Figure 1. Gate-type map.
The bar under the picture is 100 um long.
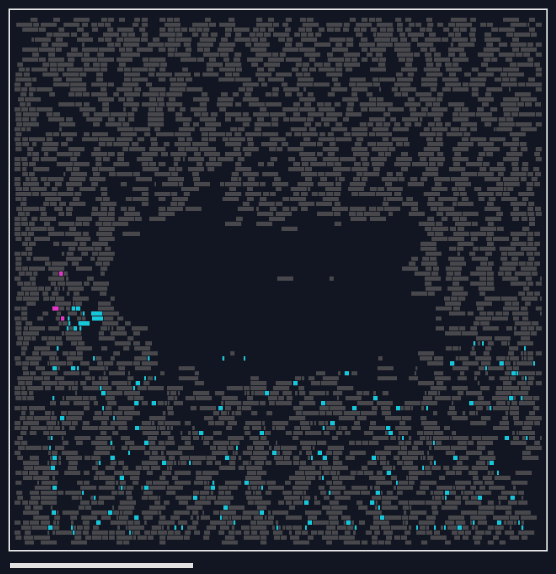
Figure 2. Cell placement.
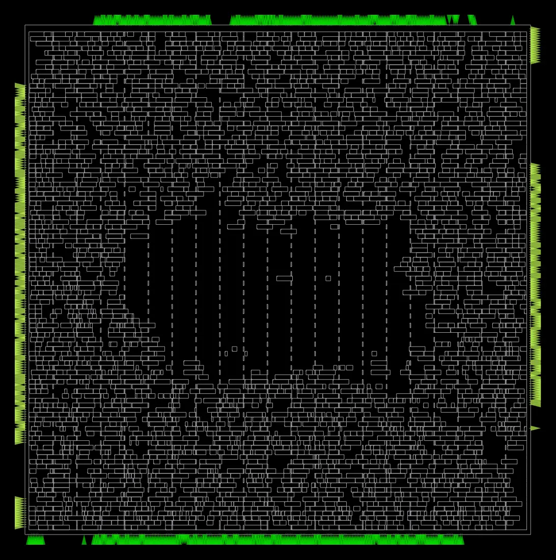
Figure 3. Placement density heat map.
29 x 30 tiles, from black (low) to pale yellow (high), 0 to 100% covered.
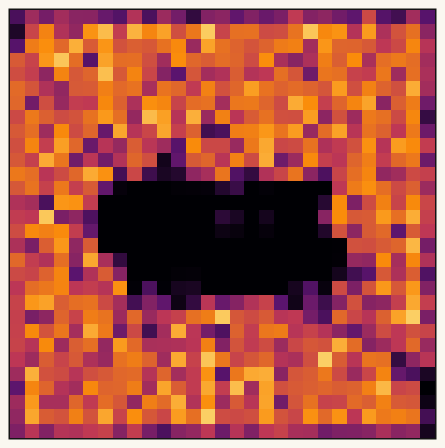
Figure 4. I/O nets highlighted.
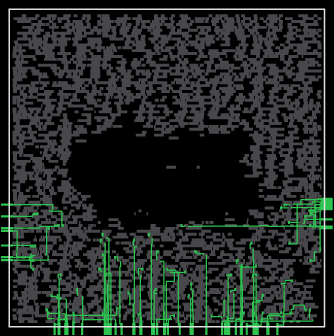
### src/rtl/ewb_mem_arbiter.sv
// Memory-port arbiter for the L2 eviction write buffer: grants line-fill reads or EWB drains,
// serialises/assembles 64-bit beats and pops the EWB head only after its burst completes.
`timescale 1ns/1ps
module ewb_mem_arbiter #(
   parameter int unsigned DATA_W          = 256,
   parameter int unsigned BEAT_W          = 64,
   parameter int unsigned MAX_READ_STREAK = 4
) (
   input  logic              clk,
   input  logic              rst,
   input  logic              l2_read_i,
   input  logic [31:0]       l2_addr_i,
   output logic [DATA_W-1:0] l2_rdata_o,
   output logic              l2_resp_o,
   input  logic              ewb_empty_i,
   input  logic              ewb_full_i,
   input  logic [DATA_W-1:0] ewb_data_i,
   input  logic [31:0]       ewb_addr_i,
   output logic              ewb_yumi_o,
   output logic              mem_read_o,
   output logic              mem_write_o,
   output logic [31:0]       mem_addr_o,
   output logic [BEAT_W-1:0] mem_burst_o,
   input  logic [BEAT_W-1:0] mem_burst_i,
   input  logic              mem_resp_i
);

   localparam int unsigned BEATS      = DATA_W / BEAT_W;
   localparam int unsigned BEAT_CNT_W = $clog2(BEATS);
   localparam int unsigned STREAK_W   = $clog2(MAX_READ_STREAK + 1);
   localparam logic [BEAT_CNT_W-1:0] LAST_BEAT = BEAT_CNT_W'(BEATS - 1);
   localparam logic [STREAK_W-1:0]   STREAK_MAX = STREAK_W'(MAX_READ_STREAK);

   typedef enum logic [2:0] {
      IDLE,
      RD,
      RD_DONE,
      WR,
      WR_DONE
   } state_e;

   state_e                    state_q, state_d;
   logic [STREAK_W-1:0]       streak_q;
   logic [BEAT_CNT_W-1:0]     beat_q;
   logic [31:0]               addr_q;
   logic [DATA_W-1:0]         wr_line_q;
   logic [DATA_W-BEAT_W-1:0]  asm_q;
   logic [DATA_W-1:0]         rdata_q;
   logic                      grant_rd, grant_wr;
   logic                      beat_xfer;

   assign beat_xfer = ((state_q == RD) || (state_q == WR)) && mem_resp_i;

   always_comb begin
      state_d  = state_q;
      grant_rd = 1'b0;
      grant_wr = 1'b0;
      case (state_q)
         IDLE: begin
            // A full EWB outranks fills; otherwise fills win until the streak limit.
            if (ewb_full_i && !ewb_empty_i)                  grant_wr = 1'b1;
            else if (l2_read_i && (streak_q < STREAK_MAX))   grant_rd = 1'b1;
            else if (!ewb_empty_i)                           grant_wr = 1'b1;
            else if (l2_read_i)                              grant_rd = 1'b1;
            if (grant_wr) state_d = WR;
            if (grant_rd) state_d = RD;
         end
         RD:      if (mem_resp_i && (beat_q == LAST_BEAT)) state_d = RD_DONE;
         RD_DONE: state_d = IDLE;
         WR:      if (mem_resp_i && (beat_q == LAST_BEAT)) state_d = WR_DONE;
         WR_DONE: state_d = IDLE;
         default: state_d = IDLE;
      endcase
   end

   always_ff @(posedge clk or posedge rst) begin
      if (rst) begin
         state_q   <= IDLE;
         streak_q  <= '0;
         beat_q    <= '0;
         addr_q    <= '0;
         wr_line_q <= '0;
         asm_q     <= '0;
         rdata_q   <= '0;
      end else begin
         state_q <= state_d;
         if (grant_wr) begin
            addr_q    <= ewb_addr_i & ~32'h1F;
            wr_line_q <= ewb_data_i;
            streak_q  <= '0;
         end
         if (grant_rd) begin
            addr_q <= l2_addr_i & ~32'h1F;
            if (ewb_empty_i)                streak_q <= '0;
            else if (streak_q < STREAK_MAX) streak_q <= streak_q + STREAK_W'(1);
         end
         if (beat_xfer) beat_q <= beat_q + BEAT_CNT_W'(1);
         // Assemble into a side buffer so l2_rdata_o only changes when a fill completes.
         if ((state_q == RD) && mem_resp_i) begin
            if (beat_q == LAST_BEAT) begin
               rdata_q <= {mem_burst_i, asm_q};
            end else begin
               for (int k = 0; k < BEATS - 1; k++) begin
                  if (beat_q == BEAT_CNT_W'(k)) asm_q[k*BEAT_W +: BEAT_W] <= mem_burst_i;
               end
            end
         end
      end
   end

   always_comb begin
      mem_burst_o = '0;
      if (state_q == WR) begin
         for (int k = 0; k < BEATS; k++) begin
            if (beat_q == BEAT_CNT_W'(k)) mem_burst_o = wr_line_q[k*BEAT_W +: BEAT_W];
         end
      end
   end

   assign mem_read_o  = (state_q == RD);
   assign mem_write_o = (state_q == WR);
   assign l2_resp_o   = (state_q == RD_DONE);
   assign ewb_yumi_o  = (state_q == WR_DONE);
   assign mem_addr_o  = addr_q;
   assign l2_rdata_o  = rdata_q;

endmodule

### config.mk
export PLATFORM = sky130hd
export DESIGN_NAME = ewb_mem_arbiter
export DESIGN_NICKNAME = d
export VERILOG_FILES = /design/src/rtl/ewb_mem_arbiter.sv
export SDC_FILE = /design/constraint.sdc
export NUM_CORES = 2
export LEC_CHECK = 0
export CAP_MARGIN = 25
export CORE_AREA = 2 2 291 293
export CTS_CLUSTER_DIAMETER = 100
export DETAILED_ROUTE_END_ITERATION = 16
export DIE_AREA = 0 0 293 295
export MAX_ROUTING_LAYER = met4
export SYNTH_ARGS = -nofsm -noshare
export SYNTH_HDL_FRONTEND = slang
export SYNTH_SLANG_ARGS = --single-unit
### constraint.sdc
create_clock -name clk -period 66.8 [get_ports clk]
set_input_delay 13.36 -clock clk [delete_from_list [all_inputs] [get_ports clk]]
set_output_delay 13.36 -clock clk [all_outputs]
set_load 0.02 [all_outputs]
==> results.yml <==
# synthesis and place-and-route metrics
layout:
  syn2layout_area_growth_pct: 35.8
  mi_logic_area_um2: 11700
  lay_top_count: "dfrtp_1"
  logic_gates: 1127
floorplan:
  dieArea_um2: 86400
worst_setup_path:
  cpPeakStageDelay_ps: 940
  cp_top_family: "buffers and inverters"
  r2r_setup_slack_ps: 61510
worst_hold_path:
  hold_class: "reg -> reg"
run:
  warnings: 45
sta:
  finalHoldViolations: 0
  setup_tns_ps: 0
power:
  sw_frac_of_total: 0.338
  internal_power_mw: 1.43
  p_per_area_nw_per_um2: 50.9
  clock_net_power_uw: 456
  p_switching_uw: 729
synth:
  ys_sh_simple: 0.0278
  synth-async-reset-ratio: 1.00
  yosys-top-cells-count: "dfrtp_1 (739), mux2_2 (475), mux2_4 (230)"
  edf_count: 0
  ys.flop_type: "dfrtp_1"
  avgSynthCellArea_um2: 15.0
clocking:
  postCtsSetupBuffers: 0
  cts_hold_buf: 0
  clkSinkCount: 739
  cts_buffers: 83
  root_buffer: "clkbuf_16"
grt:
  busiest_layer: "met2"
  antenna_found_initial: 25
  grtUsageTotal: 0.210
drt:
  wl_met1_um: 35400
  wl_met3_um: 4190
status:
  status: "complete, no violations"
About Figure 1:
cyan -> nand cells  # cells 139, most used nand2_1
magenta -> and/or cells  # cells 3, most used or3_1

About Figure 2:
Core ar.: 83200 um^2
number of fill cells in the layout: 7026
flop share of the area: 0.437
flip-flops: 739

About Figure 3:
emptiest ninth of the die = centre
mean over tiles = 47%
tiles over 75% full = 11%
nearly empty tiles = 12%
fullest tile = 90%

About Figure 4:
green -> mem_burst_o  # direction output, end cells 64, wire 3050 um

Power and IR drop assume default switching activity.
